**src/rtl/ltssm_pkg.sv**
```systemverilog
// Shared LTSSM definitions: substate encodings, ordered-set type codes and the PAD symbol.
// Used by mainLTSSM and by the Tx ordered-set sequencer.
package ltssm_pkg;

  localparam logic [3:0] ST_DETECT_QUIET            = 4'd0;
  localparam logic [3:0] ST_DETECT_ACTIVE           = 4'd1;
  localparam logic [3:0] ST_POLLING_ACTIVE          = 4'd2;
  localparam logic [3:0] ST_POLLING_CONFIGURATION   = 4'd3;
  localparam logic [3:0] ST_CONFIG_LINKWIDTH_START  = 4'd4;
  localparam logic [3:0] ST_CONFIG_LINKWIDTH_ACCEPT = 4'd5;
  localparam logic [3:0] ST_CONFIG_LANENUM_WAIT     = 4'd6;
  localparam logic [3:0] ST_CONFIG_LANENUM_ACCEPT   = 4'd7;
  localparam logic [3:0] ST_CONFIG_COMPLETE         = 4'd8;
  localparam logic [3:0] ST_CONFIG_IDLE             = 4'd9;
  localparam logic [3:0] ST_L0                      = 4'd10;

  typedef enum logic [1:0] {
    OS_TS1  = 2'd0,
    OS_TS2  = 2'd1,
    OS_IDLE = 2'd2,
    OS_RSVD = 2'd3
  } os_type_e;

  localparam logic [7:0] PAD_SYMBOL = 8'hF7;

  // Substates that transmit ordered sets are also the ones guarded by the timeout.
  function automatic logic is_timed_substate(input logic [3:0] s);
    return (s >= ST_POLLING_ACTIVE) && (s <= ST_CONFIG_IDLE);
  endfunction

endpackage

```
**src/rtl/tx_ltssm_os_sequencer_if.sv**
```systemverilog
// Ordered-set request bus between the Tx sequencer (master) and the OS generator (slave).
interface tx_ltssm_os_sequencer_if;

  logic       osValid;
  logic [1:0] osType;
  logic [7:0] osLinkNumber;
  logic [7:0] osLaneNumber;
  logic       osReady;

  modport master (
    output osValid,
    output osType,
    output osLinkNumber,
    output osLaneNumber,
    input  osReady
  );

  modport slave (
    input  osValid,
    input  osType,
    input  osLinkNumber,
    input  osLaneNumber,
    output osReady
  );

endinterface

```
**src/rtl/ltssm_timeout_timer.sv**
```systemverilog
// Saturating cycle timer shared by detectQuiet dwell and the polling/configuration timeout.
// hit flags the cycle in which the count reaches limit-1.
module ltssm_timeout_timer #(
  parameter int WIDTH = 16
) (
  input  logic             clk,
  input  logic             reset,
  input  logic             clear,
  input  logic [WIDTH-1:0] limit,
  output logic             hit
);

  localparam logic [WIDTH-1:0] ONE = WIDTH'(1);

  logic [WIDTH-1:0] count_q;
  logic [WIDTH-1:0] count_d;

  always_comb begin
    count_d = count_q;
    if (clear) begin
      count_d = '0;
    end else if (count_q != '1) begin
      count_d = count_q + ONE;
    end
  end

  // Compare the incoming value so the registered finish lands on the same edge the count does.
  assign hit = !clear && (count_d == (limit - ONE));

  always_ff @(posedge clk or negedge reset) begin
    if (!reset) begin
      count_q <= '0;
    end else begin
      count_q <= count_d;
    end
  end

endmodule

```
**src/rtl/tx_ltssm_os_sequencer.sv**
```systemverilog
// Tx-side substate controller: drives the ordered-set generator for the current substate,
// counts accepted ordered sets, runs the dwell/timeout timer and reports finishTx/gotoTx.
module tx_ltssm_os_sequencer
  import ltssm_pkg::*;
#(
  parameter int DEVICETYPE     = 0,
  parameter int QUIET_CYCLES   = 12000,
  parameter int TIMEOUT_CYCLES = 24000,
  parameter int MIN_TS1_COUNT  = 1024,
  parameter int POST_COUNT     = 16
) (
  input  logic                     clk,
  input  logic                     reset,
  input  logic [3:0]               substateTx,
  input  logic                     rxConditionMet,
  input  logic                     detectDone,
  input  logic [4:0]               detectedLanes,
  input  logic [7:0]               linkNumberIn,
  input  logic [7:0]               laneNumberIn,
  tx_ltssm_os_sequencer_if.master  os,
  output logic                     detectReq,
  output logic                     finishTx,
  output logic [3:0]               gotoTx
);

  localparam int MAX_LIMIT = (QUIET_CYCLES > TIMEOUT_CYCLES) ? QUIET_CYCLES : TIMEOUT_CYCLES;
  localparam int TIMER_W   = $clog2(MAX_LIMIT + 1);

  localparam logic [TIMER_W-1:0] QUIET_LIMIT   = TIMER_W'(QUIET_CYCLES);
  localparam logic [TIMER_W-1:0] TIMEOUT_LIMIT = TIMER_W'(TIMEOUT_CYCLES);
  localparam logic [10:0]        MIN_TS1       = 11'(MIN_TS1_COUNT);
  localparam logic [10:0]        SENT_MAX      = 11'h7FF;
  localparam logic [4:0]         POST_TARGET   = 5'(POST_COUNT);
  localparam logic [4:0]         POST_MAX      = 5'h1F;

  logic [3:0]  prev_substate_q, prev_substate_d;
  logic        run_q, run_d;
  logic [10:0] sent_count_q, sent_count_d;
  logic [4:0]  post_count_q, post_count_d;
  logic        rx_seen_q, rx_seen_d;
  logic        finish_q, finish_d;
  logic [3:0]  goto_q, goto_d;
  logic        detect_req_q, detect_req_d;

  logic               entry;
  logic               handshake;
  logic               count_en;
  logic               link_qual;
  logic               os_valid;
  os_type_e           os_type;
  logic [7:0]         os_link;
  logic [7:0]         os_lane;
  logic               success;
  logic [3:0]         success_goto;
  logic               timer_hit;
  logic [TIMER_W-1:0] timer_limit;

  assign entry       = (substateTx != prev_substate_q);
  assign handshake   = os_valid && os.osReady;
  assign timer_limit = (substateTx == ST_DETECT_QUIET) ? QUIET_LIMIT : TIMEOUT_LIMIT;

  ltssm_timeout_timer #(
    .WIDTH (TIMER_W)
  ) u_timer (
    .clk   (clk),
    .reset (reset),
    .clear (entry),
    .limit (timer_limit),
    .hit   (timer_hit)
  );

  // Content follows the live substate so no request with stale fields survives a change;
  // run_q keeps the bus quiet until the first edge after reset.
  always_comb begin
    os_valid  = 1'b0;
    os_type   = OS_TS1;
    os_link   = PAD_SYMBOL;
    os_lane   = PAD_SYMBOL;
    link_qual = (DEVICETYPE == 0) || rxConditionMet || (rx_seen_q && !entry);
    if (run_q) begin
      case (substateTx)
        ST_POLLING_ACTIVE: begin
          os_valid = 1'b1;
        end
        ST_POLLING_CONFIGURATION: begin
          os_valid = 1'b1;
          os_type  = OS_TS2;
        end
        ST_CONFIG_LINKWIDTH_START: begin
          os_valid = 1'b1;
          if (link_qual) begin
            os_link = linkNumberIn;
          end
        end
        ST_CONFIG_LINKWIDTH_ACCEPT, ST_CONFIG_LANENUM_WAIT, ST_CONFIG_LANENUM_ACCEPT: begin
          os_valid = 1'b1;
          os_link  = linkNumberIn;
          os_lane  = laneNumberIn;
        end
        ST_CONFIG_COMPLETE: begin
          os_valid = 1'b1;
          os_type  = OS_TS2;
          os_link  = linkNumberIn;
          os_lane  = laneNumberIn;
        end
        ST_CONFIG_IDLE: begin
          os_valid = 1'b1;
          os_type  = OS_IDLE;
        end
        default: begin
        end
      endcase
    end
  end

  assign os.osValid      = os_valid;
  assign os.osType       = os_type;
  assign os.osLinkNumber = os_link;
  assign os.osLaneNumber = os_lane;

  // Counters restart on entry and freeze once this substate has finished.
  always_comb begin
    sent_count_d    = sent_count_q;
    post_count_d    = post_count_q;
    rx_seen_d       = rx_seen_q | rxConditionMet;
    prev_substate_d = substateTx;
    run_d           = 1'b1;
    count_en        = handshake && !entry && !finish_q;
    if (entry) begin
      sent_count_d = '0;
      post_count_d = '0;
      rx_seen_d    = 1'b0;
    end else if (count_en) begin
      if (sent_count_q != SENT_MAX) begin
        sent_count_d = sent_count_q + 11'd1;
      end
      if (rx_seen_q && (post_count_q != POST_MAX)) begin
        post_count_d = post_count_q + 5'd1;
      end
    end
  end

  // A successful exit takes priority over a timeout landing in the same cycle.
  always_comb begin
    success      = 1'b0;
    success_goto = ST_DETECT_QUIET;
    case (substateTx)
      ST_DETECT_QUIET: begin
        success      = timer_hit;
        success_goto = ST_DETECT_ACTIVE;
      end
      ST_DETECT_ACTIVE: begin
        success      = detectDone;
        success_goto = (detectedLanes != 5'd0) ? ST_POLLING_ACTIVE : ST_DETECT_QUIET;
      end
      ST_POLLING_ACTIVE: begin
        success      = (sent_count_d >= MIN_TS1) && rxConditionMet;
        success_goto = ST_POLLING_CONFIGURATION;
      end
      ST_POLLING_CONFIGURATION: begin
        success      = (post_count_d == POST_TARGET);
        success_goto = ST_CONFIG_LINKWIDTH_START;
      end
      ST_CONFIG_COMPLETE: begin
        success      = (post_count_d == POST_TARGET);
        success_goto = ST_CONFIG_IDLE;
      end
      ST_CONFIG_IDLE: begin
        success      = (post_count_d == POST_TARGET);
        success_goto = ST_L0;
      end
      default: begin
      end
    endcase

    finish_d     = finish_q;
    goto_d       = goto_q;
    detect_req_d = entry && (substateTx == ST_DETECT_ACTIVE);
    if (entry) begin
      finish_d = 1'b0;
    end else if (!finish_q) begin
      if (success) begin
        finish_d = 1'b1;
        goto_d   = success_goto;
      end else if (is_timed_substate(substateTx) && timer_hit) begin
        finish_d = 1'b1;
        goto_d   = ST_DETECT_QUIET;
      end
    end
  end

  always_ff @(posedge clk or negedge reset) begin
    if (!reset) begin
      prev_substate_q <= 4'hF;
      run_q           <= 1'b0;
      sent_count_q    <= '0;
      post_count_q    <= '0;
      rx_seen_q       <= 1'b0;
      finish_q        <= 1'b0;
      goto_q          <= ST_DETECT_QUIET;
      detect_req_q    <= 1'b0;
    end else begin
      prev_substate_q <= prev_substate_d;
      run_q           <= run_d;
      sent_count_q    <= sent_count_d;
      post_count_q    <= post_count_d;
      rx_seen_q       <= rx_seen_d;
      finish_q        <= finish_d;
      goto_q          <= goto_d;
      detect_req_q    <= detect_req_d;
    end
  end

  // The stale finish from the previous substate is hidden during the entry cycle itself.
  assign finishTx  = finish_q && !entry;
  assign gotoTx    = goto_q;
  assign detectReq = detect_req_q;

endmodule
```
**src/flat_wrapper.sv**
```systemverilog
// flat-port wrapper written by rule: the top's interface ports become plain ports
module tx_ltssm_os_sequencer_flat import ltssm_pkg::*;
#(
  parameter int DEVICETYPE     = 0,
  parameter int QUIET_CYCLES   = 12000,
  parameter int TIMEOUT_CYCLES = 24000,
  parameter int MIN_TS1_COUNT  = 1024,
  parameter int POST_COUNT     = 16
)
  (clk, reset, substateTx, rxConditionMet, detectDone, detectedLanes, linkNumberIn, laneNumberIn, detectReq, finishTx, gotoTx, os_osValid, os_osType, os_osLinkNumber, os_osLaneNumber, os_osReady);
  tx_ltssm_os_sequencer_if os_i ();
  input  logic clk;
  input  logic reset;
  input  logic [3:0] substateTx;
  input  logic rxConditionMet;
  input  logic detectDone;
  input  logic [4:0] detectedLanes;
  input  logic [7:0] linkNumberIn;
  input  logic [7:0] laneNumberIn;
  output logic detectReq;
  output logic finishTx;
  output logic [3:0] gotoTx;
  output wire logic [$bits(os_i.osValid)-1:0] os_osValid;
  output wire logic [$bits(os_i.osType)-1:0] os_osType;
  output wire logic [$bits(os_i.osLinkNumber)-1:0] os_osLinkNumber;
  output wire logic [$bits(os_i.osLaneNumber)-1:0] os_osLaneNumber;
  input wire logic [$bits(os_i.osReady)-1:0] os_osReady;
  assign os_osValid = os_i.osValid;
  assign os_osType = os_i.osType;
  assign os_osLinkNumber = os_i.osLinkNumber;
  assign os_osLaneNumber = os_i.osLaneNumber;
  assign os_i.osReady = os_osReady;
  tx_ltssm_os_sequencer #(.DEVICETYPE(DEVICETYPE), .QUIET_CYCLES(QUIET_CYCLES), .TIMEOUT_CYCLES(TIMEOUT_CYCLES), .MIN_TS1_COUNT(MIN_TS1_COUNT), .POST_COUNT(POST_COUNT)) u_core (.clk(clk), .reset(reset), .substateTx(substateTx), .rxConditionMet(rxConditionMet), .detectDone(detectDone), .detectedLanes(detectedLanes), .linkNumberIn(linkNumberIn), .laneNumberIn(laneNumberIn), .os(os_i), .detectReq(detectReq), .finishTx(finishTx), .gotoTx(gotoTx));
endmodule
```
**config.mk**
```make
export PLATFORM = sky130hd
export DESIGN_NAME = tx_ltssm_os_sequencer_flat
export DESIGN_NICKNAME = d
export VERILOG_FILES = /design/src/rtl/ltssm_pkg.sv /design/src/rtl/tx_ltssm_os_sequencer_if.sv /design/src/rtl/ltssm_timeout_timer.sv /design/src/rtl/tx_ltssm_os_sequencer.sv /design/src/flat_wrapper.sv
export SDC_FILE = /design/constraint.sdc
export NUM_CORES = 1
export LEC_CHECK = 0
export ABC_AREA = 1
export CORE_UTILIZATION = 31
export CTS_CLUSTER_SIZE = 30
export DETAILED_ROUTE_END_ITERATION = 8
export PLACE_DENSITY_LB_ADDON = 0.08
export SETUP_SLACK_MARGIN = 0.15
export SLEW_MARGIN = 15
export SYNTH_ARGS = -nofsm -noshare
export SYNTH_HDL_FRONTEND = slang
export SYNTH_SLANG_ARGS = --single-unit
```
**constraint.sdc**
```tcl
create_clock -name clk -period 2 [get_ports clk]
set_input_delay 0.3 -clock clk [delete_from_list [all_inputs] [get_ports clk]]
set_output_delay 0.3 -clock clk [all_outputs]
set_load 0.02 [all_outputs]
```
run_1/clocks.png
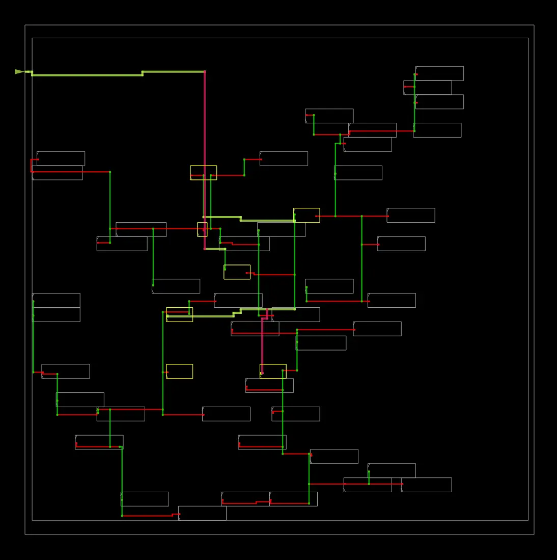
registers: 43
Clock Sinks: 43
clock buffer instance count of the final layout: 6
total clock network power: 0.000576 W

run_1/logic_types.png
Drawn at 4 px/um.
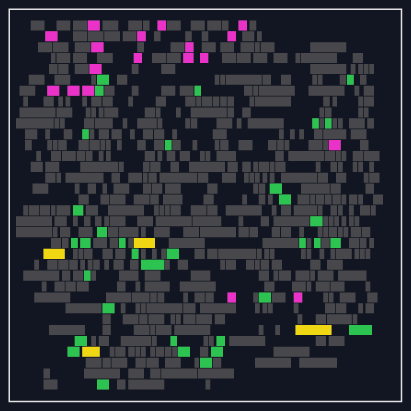
colour	family	cells
magenta	and/or cells	18
yellow	fa/ha/maj cells	4
green	aoi and oai cells	34

==> impl_results.rst, run 1 <==
Metrics
=======

.. list-table::
   :header-rows: 1

   * - Metric
     - Value
   * - Via count
     - 2,985
   * - EDFF count, synth
     - 0
   * - Synth Register Bits
     - 43
   * - Count of standard-cell rows
     - 34
   * - Count of cells along the worst hold path
     - 2
   * - Setup crit start kind
     - flop
   * - Capture endpoint of the worst hold path
     - u_core.prev_substate_q[2]
   * - Cell count listed in synth_stat.txt
     - 402
   * - Type of the tightest min-delay check
     - primary input to flop
   * - Total wire length
     - 8150 um
   * - Clock slew at reported path FFs
     - 0.08 ns
   * - Die area
     - 9540 um^2
   * - Core Util, Final
     - 53.5%
   * - Number of antenna violations at the first check in global routing
     - 0
   * - Std-Cell Core Area
     - 8810 um^2
   * - Clock latency at the later pin of the worst-skew pair
     - 0.30 ns
   * - Run status
     - complete, but fails checks
   * - Post-route fraction of the period consumed by the critical path
     - 106%
   * - Critical Path Start
     - u_core.prev_substate_q[3]
   * - Worst-case setup margin in the final layout
     - -0.120 ns
   * - Gr usage total
     - 17.8%
   * - Share of cells above drive strength 1
     - 46.2%
   * - DR WL/cell
     - 12.2 um
   * - Number of antenna diodes
     - 0
   * - Area of the mapped netlist
     - 2840 um^2
   * - Worst slew slack as a fraction of its limit
     - 62.8%
   * - Detailed Routing Iterations Pass 1
     - 4
   * - Width of the chip
     - 97.7 um
   * - Slew @ Worst Pin
     - 0.552 ns
   * - Sequential-to-total area share from yosys stat
     - 38.1%
   * - CP endpoint kind
     - flop
   * - FF-to-FF path depth
     - 13
   * - Shortest period the worst path allows
     - 2.12 ns
   * - Detail-routed via count per cell
     - 4.48
   * - Proportion of power drawn by combinational gates
     - 18.8%
   * - Commonest cells in the synthesized netlist
     - sky130_fd_sc_hd__nand2_1 (93), sky130_fd_sc_hd__inv_1 (60), sky130_fd_sc_hd__nor2_1 (48), sky130_fd_sc_hd__dfrtp_1 (39), sky130_fd_sc_hd__nand3_1 (34)
   * - Distinct cell type count after synthesis
     - 39
   * - Most instantiated logic cell after routing
     - sky130_fd_sc_hd__buf_4
   * - Critical path class
     - flop to flop
   * - Clock tree from TritonCTS
     - done
   * - Launch point of the worst hold path
     - substateTx[2]
   * - Violated checks
     - negative setup slack
   * - Highest achievable clock rate
     - 0.472 GHz
   * - IR Drop Worst-Case VDD
     - 0.000312 V
   * - Required time of the critical path
     - 2.19 ns
   * - Final ANT Viol Nets
     - 0
   * - Largest fanout on the critical path
     - 5
   * - Final #Nets
     - 592
   * - Final setup viols
     - 11
run_1/io_fan.png
Drawn at 4 px/um.
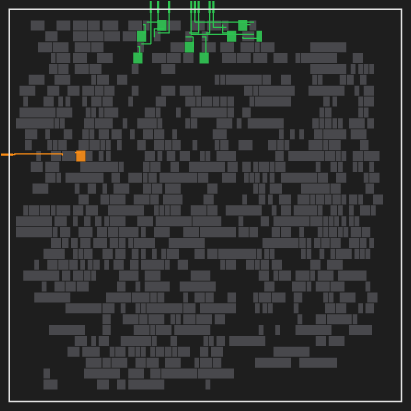
colour	port	bits	direction	end cells	buffers	wire
green	os_osLinkNumber	8	output	8	8	114 um
orange	os_osReady	1	input	1	1	14.5 um
boundary pin count: 55
number of buffers added on ports: 54

-- run 1: worst max-delay path, cell delays in order (launching register included) --
cell	delay [ns]
sky130_fd_sc_hd__dfstp_2	0.54
sky130_fd_sc_hd__inv_2	0.03
sky130_fd_sc_hd__nand2_2	0.05
sky130_fd_sc_hd__nand2_2	0.07
sky130_fd_sc_hd__nor2_4	0.14
sky130_fd_sc_hd__nand2_4	0.13
sky130_fd_sc_hd__nor2_8	0.14
sky130_fd_sc_hd__nand2_4	0.08
sky130_fd_sc_hd__a21oi_4	0.18
sky130_fd_sc_hd__nand2_2	0.11
sky130_fd_sc_hd__nor4_4	0.23
sky130_fd_sc_hd__nand2_1	0.12
sky130_fd_sc_hd__o21ai_2	0.12
sky130_fd_sc_hd__a21oi_1	0.05
-- run 1: flip-flops by register name, indices dropped and copies added, names as in the netlist --
signal / count
u_core.run_q: 1
u_core.gotoTx: 4
u_core.rx_seen_q: 1
u_core.post_count_q: 5
u_core.u_timer.count_q: 15
u_core.detectReq: 1
u_core.prev_substate_q: 4
u_core.sent_count_q: 11
u_core.finish_q: 1
-- run 1: routing by layer --
layer | vias up | track usage [%] | routed length [um]
met2 | 40 | 30.6 | 4110
met1 | 1365 | 23.1 | 3780
li1 | 1570 | - | -
met4 | 0 | 5.24 | 101
met5 | - | 0 | 0
met3 | 10 | 2.37 | 162
-- run 1: final cells by class --
cell class | instances | area [um^2]
well taps | 108 | 135
multi-input cells | 284 | 1820
clock buffers | 6 | 82.6
inverters | 72 | 298
repair buffers | 151 | 1280
fillers | 848 | 4090
clock inverters | 1 | 5.00
flip-flops and latches | 43 | 1080
repair inverters | 1 | 6.26
-- run 1: timing repair --
item / 4_1_cts / 5_1_grt
hold endpoints to repair: 13 / 0
pin swaps: 43 / 21
gates resized: 180 / 41
setup buffers: 14 / 4
gates cloned: 2 / 0
setup endpoints to repair: 35 / 29
hold buffers: 1 / 0
-- run 1: cells by family (layout without fill, tap and decap cells) --
kind of cell    after synthesis  in the layout  share of synthesized area, %
buf+inv                      76            231                          10.7
flops                        43             43                          38.1
simple gates                235            236                          39.5
xor+xnor                      8              8                          2.47
other cells                   1              1                         0.132
compound gates               34             34                          6.96
mux                           1              1                         0.353
fa+ha+maj                     4              4                          1.76
-- run 1: power groups by stage --
stage                     Sequential, W  Clock (W)  Combinational [W]
after CTS                      0.000893   0.000611           0.000330
after detailed placement       0.000909          0           0.000302
after global routing           0.000895   0.000636           0.000369
after global placement         0.000909          0           0.000302
after floorplan                0.000915          0           0.000110
final                          0.000894   0.000576           0.000339
-- run 1: stage by stage --
| stage | TNS [ns] | setup slack [ns] | power (W) | cell area (um^2) | instances |
|---|---|---|---|---|---|
| 3_5_place_dp | -19.34 | -0.726 | 0.00121 | 4110 | 638 |
| 5_1_grt | -2.70 | -0.309 | 0.00190 | 4710 | 666 |
| 4_1_cts | -0.577 | -0.110 | 0.00183 | 4600 | 662 |
| 6_report | -0.852 | -0.120 | 0.00181 | 4710 | 666 |
| 3_3_place_gp | -18.84 | -0.650 | 0.00121 | 4110 | 638 |
| 2_1_floorplan | 0 | 0.0347 | 0.00102 | 2880 | 402 |
==> run 1 -> run 2 <==
--- a/config.mk
+++ b/config.mk
@@ -9,7 +9,6 @@
 export CORE_UTILIZATION = 31
 export CTS_CLUSTER_SIZE = 30
 export DETAILED_ROUTE_END_ITERATION = 8
-export PLACE_DENSITY_LB_ADDON = 0.08
 export SETUP_SLACK_MARGIN = 0.15
 export SLEW_MARGIN = 15
 export SYNTH_ARGS = -nofsm -noshare
run_2/io_fan.png
Drawn at 4 px/um.
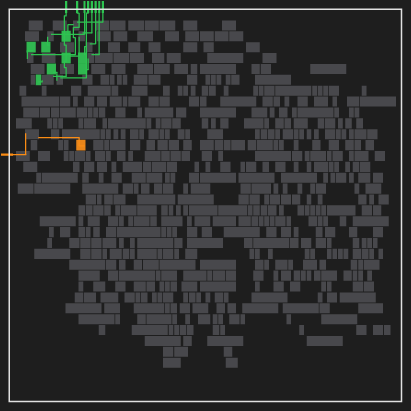
colour	port	bits	direction	end cells	buffers	wire
green	os_osLinkNumber	8	output	8	8	149 um
orange	os_osReady	1	input	1	1	22.3 um

==> impl_results.rst, run 2 <==
Metrics
=======

.. list-table::
   :header-rows: 1

   * - Metric
     - Value
   * - Largest fanout on the critical path
     - 6
   * - Slowest CP cell
     - sky130_fd_sc_hd__dfstp_2
   * - Detail-routed via count per cell
     - 4.59
   * - Sequential-to-total area share from yosys stat
     - 38.1%
   * - Gr usage total
     - 17.6%
   * - Count of filler cells inserted in the layout
     - 843
   * - Number of antenna violations at the first check in global routing
     - 0
   * - Violated checks
     - negative setup slack
   * - DR WL/cell
     - 12.5 um
   * - Total wire length
     - 8320 um
   * - Std-Cell Core Area
     - 8810 um^2
   * - Total chip power
     - 0.00196 W
   * - Clock Sinks
     - 43
   * - Boundary pin count
     - 55
   * - Cell count listed in synth_stat.txt
     - 402
   * - Run status
     - complete, but fails checks
   * - Worst-case setup margin in the final layout
     - -0.156 ns
   * - Slew @ Worst Pin
     - 0.595 ns
   * - Xor/xnor share of the synthesized area
     - 2.47%
   * - Number of buffers added on ports
     - 54
   * - MUX area fraction
     - 0.353%
   * - IR Drop Worst-Case VDD
     - 0.000244 V
   * - Adder share
     - 1.76%
   * - Area of the mapped netlist
     - 2840 um^2
   * - Clock latency at the later pin of the worst-skew pair
     - 0.30 ns
   * - Most instantiated logic cell after routing
     - sky130_fd_sc_hd__buf_4
   * - Final #Nets
     - 593
   * - Final setup viols
     - 10
   * - Shortest period the worst path allows
     - 2.16 ns
   * - Detailed Routing Iterations Pass 1
     - 4
   * - Synth Register Bits
     - 43
   * - Width of the chip
     - 97.7 um
   * - Highest achievable clock rate
     - 0.464 GHz
-- run 2: where the power goes --
| group | switching (W) | internal [W] |
|---|---|---|
| Combinational | 0.000174 | 0.000169 |
| Clock | 0.000324 | 0.000405 |
| Sequential | 0.00000859 | 0.000884 |
-- run 2: logic make-up (layout without fill, tap and decap cells) --
family,count (synthesis),count (layout)
AND/OR/NAND/NOR,235,235
buffers and inverters,76,234
flip-flops,43,43
AND-OR/OR-AND,34,34
XOR/XNOR,8,8
adder cells (fa/ha/maj),4,4
other,1,1
multiplexers,1,1
-- run 2: through the flow --
step	cells	hold WS [ns]	area (um^2)	setup TNS (ns)	util (%)
detailed placement	640	0.428	4130	-18.48	46.9
global placement	640	0.426	4130	-17.36	46.9
global route	668	0.123	4640	-2.86	52.7
CTS	659	0.108	4470	-0.703	50.8
finish	668	0.0738	4640	-1.04	52.7
floorplan	402	0.00441	2880	0	-
-- run 2: worst paths after layout --
path	start	to	slack, ns	depth (start not counted)
setup / recovery	u_core.prev_substate_q[2]	u_core.sent_count_q[5]	-0.16	13
hold / removal	reset	u_core.u_timer.count_q[5]	0.07	2
setup reg to reg	u_core.prev_substate_q[2]	u_core.sent_count_q[5]	-0.16	13
hold reg to reg	u_core.gotoTx[0]	u_core.gotoTx[0]	0.48	2
max in group asynchronous	reset	u_core.sent_count_q[5]	1.51	2
min in group clk	substateTx[3]	u_core.prev_substate_q[3]	0.24	2
-- run 2: final cells by class --
| type | count | area, um^2 | share of cell area (%) |
|---|---|---|---|
| Tap cell | 108 | 135 | 2.91 |
| Timing Repair Buffer | 153 | 1270 | 27.4 |
| Clock buffer | 6 | 82.6 | 1.78 |
| Sequential cell | 43 | 1080 | 23.3 |
| Timing Repair inverter | 1 | 6.26 | 0.135 |
| Multi-Input combinational cell | 283 | 1740 | 37.4 |
| Clock inverter | 2 | 35.0 | 0.755 |
| Inverter | 72 | 293 | 6.31 |
-- run 2: routing by layer --
| layer | routed length, um | share of wire, % | track usage (%) | up-vias |
|---|---|---|---|---|
| met5 | 0 | 0 | 0 | - |
| met4 | 68 | 0.82 | 3.15 | 0 |
| met3 | 155 | 1.9 | 2.37 | 6 |
| met2 | 4310 | 52 | 32.4 | 30 |
| met1 | 3780 | 45 | 21.9 | 1465 |
| li1 | - | - | - | 1566 |
-- run 2: what timing repair did --
action,CTS,global route
gates resized,144,41
pin swaps,30,28
hold buffers,0,0
gates cloned,1,0
endpoints found under the setup margin,35,35
buffers inserted,10,9
==> run 2 -> run 3 <==
--- a/config.mk
+++ b/config.mk
@@ -5,7 +5,6 @@
 export SDC_FILE = /design/constraint.sdc
 export NUM_CORES = 1
 export LEC_CHECK = 0
-export ABC_AREA = 1
 export CORE_UTILIZATION = 31
 export CTS_CLUSTER_SIZE = 30
 export DETAILED_ROUTE_END_ITERATION = 8
run_3/logic_types.png
Drawn at 4 px/um.
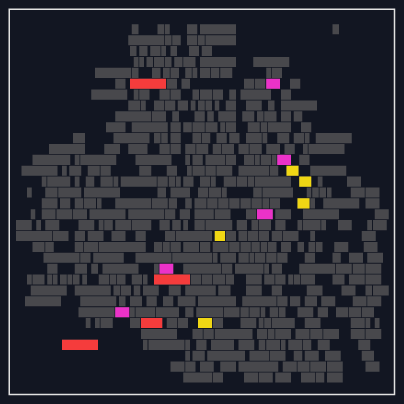
colour	family	cells
magenta	mux cells	5
yellow	non-inverting ao/oa cells	5
red	fa/ha/maj cells	4
number of standard cells in the final layout excluding fillers: 570
most instantiated logic cell after routing: sky130_fd_sc_hd__buf_4
proportion of cell area occupied by multi-input gates: 39.6%

==> impl_results.rst, run 3 <==
Metrics
=======

.. list-table::
   :header-rows: 1

   * - Metric
     - Value
   * - Violated checks
     - negative setup slack
   * - Boundary pin count
     - 55
   * - Number of flip-flops in the largest register
     - 15
   * - Reg area
     - 1080 um^2
   * - Crit path buffers/inverters
     - 0
   * - Highest achievable clock rate
     - 0.348 GHz
   * - Setup crit start kind
     - flop
   * - Setup slack on the worst flop-to-flop path
     - -0.87 ns
   * - Detailed Routing Iterations Pass 1
     - 4
   * - Std-Cell Core Area
     - 8380 um^2
   * - Worst slew slack as a fraction of its limit
     - 57.5%
   * - Final setup viols
     - 6
   * - Distinct cell type count after synthesis
     - 59
   * - Largest registers in the final layout
     - u_core.u_timer.count_q x15, u_core.sent_count_q x11, u_core.post_count_q x5
   * - Worst-case setup margin in the final layout
     - -0.874 ns
   * - Area of the mapped netlist
     - 2740 um^2
   * - Number of antenna violations at the first check in global routing
     - 0
   * - Run status
     - complete, but fails checks
   * - Share of cells above drive strength 1
     - 45.4%
   * - Category of cells accounting for the largest share of critical-path delay
     - simple AND/OR/NAND/NOR gates
   * - Number of antenna diodes
     - 0
-- run 3: cell types whose count changed after synthesis, moves of 10 or more --
cell | previous run | this run
sky130_fd_sc_hd__nand2_2 | 10 | 0
sky130_fd_sc_hd__nand2_1 | 93 | 21
sky130_fd_sc_hd__nand3_1 | 34 | 17
sky130_fd_sc_hd__xnor2_1 | 2 | 13
sky130_fd_sc_hd__inv_1 | 60 | 10
sky130_fd_sc_hd__inv_2 | 10 | 0
sky130_fd_sc_hd__nor2_1 | 48 | 35
-- run 3: path summary, 6_finish.rpt --
kind                       depth (start not counted)                    from                        end
setup / recovery                                  10  u_core.post_count_q[0]           u_core.gotoTx[1]
hold / removal                                     1                   reset           u_core.gotoTx[3]
setup reg to reg                                  10  u_core.post_count_q[0]           u_core.gotoTx[1]
hold reg to reg                                    2        u_core.rx_seen_q           u_core.rx_seen_q
max in group asynchronous                          2                   reset  u_core.prev_substate_q[2]
min in group clk                                   1           substateTx[1]  u_core.prev_substate_q[1]
-- run 3: cell families after synthesis --
| family | after synthesis | synth area share, % |
|---|---|---|
| compound gates | 52 | 13.9 |
| xor+xnor | 21 | 6.72 |
| fa+ha+maj | 4 | 1.83 |
| buf+inv | 22 | 3.48 |
| flops | 43 | 39.5 |
| mux | 5 | 1.87 |
| other cells | 1 | 0.137 |
| simple gates | 154 | 32.6 |
-- run 3: what timing repair did --
action,CTS,global route
setup buffers,14,9
gates cloned,1,0
pin swaps,23,22
endpoints found under the setup margin,41,37
hold buffers,0,0
resized,142,71
-- run 3: layer usage --
| layer | up-vias | share of wire [%] | global-route usage, % |
|---|---|---|---|
| met5 | - | 0 | 0 |
| met4 | 0 | 2.0 | 4.98 |
| met3 | 12 | 3.6 | 2.84 |
| met2 | 65 | 51 | 32.6 |
| met1 | 1402 | 43 | 23.3 |
| li1 | 1407 | - | - |
-- run 3: per-stage QoR --
step / instance area (um^2) / worst slack, ns / power (W) / instances / hold WS, ns
detailed placement: 4030 / -0.965 / 0.00117 / 538 / 0.368
CTS: 4410 / -0.854 / 0.00182 / 561 / 0.0489
finish: 4700 / -0.874 / 0.00184 / 570 / 0.0202
global route: 4700 / -0.962 / 0.00191 / 570 / 0.0600
floorplan: 2750 / -0.913 / 0.00100 / 302 / 0.00441
global placement: 4030 / -0.887 / 0.00116 / 538 / 0.354
-- run 3: area by class of cell --
class / instances / area share (%)
Clock buffer: 6 / 1.76
Clock inverter: 2 / 0.346
Inverter: 10 / 0.798
Multi-Input combinational cell: 237 / 39.6
Sequential cell: 43 / 23.0
Tap cell: 105 / 2.79
Timing Repair Buffer: 167 / 31.7
-- run 3: power breakdown --
group          switching (W)  internal, W
clock               0.000321     0.000282
combinational       0.000156     0.000200
sequential        0.00000552     0.000880
Power and IR drop assume default switching activity.
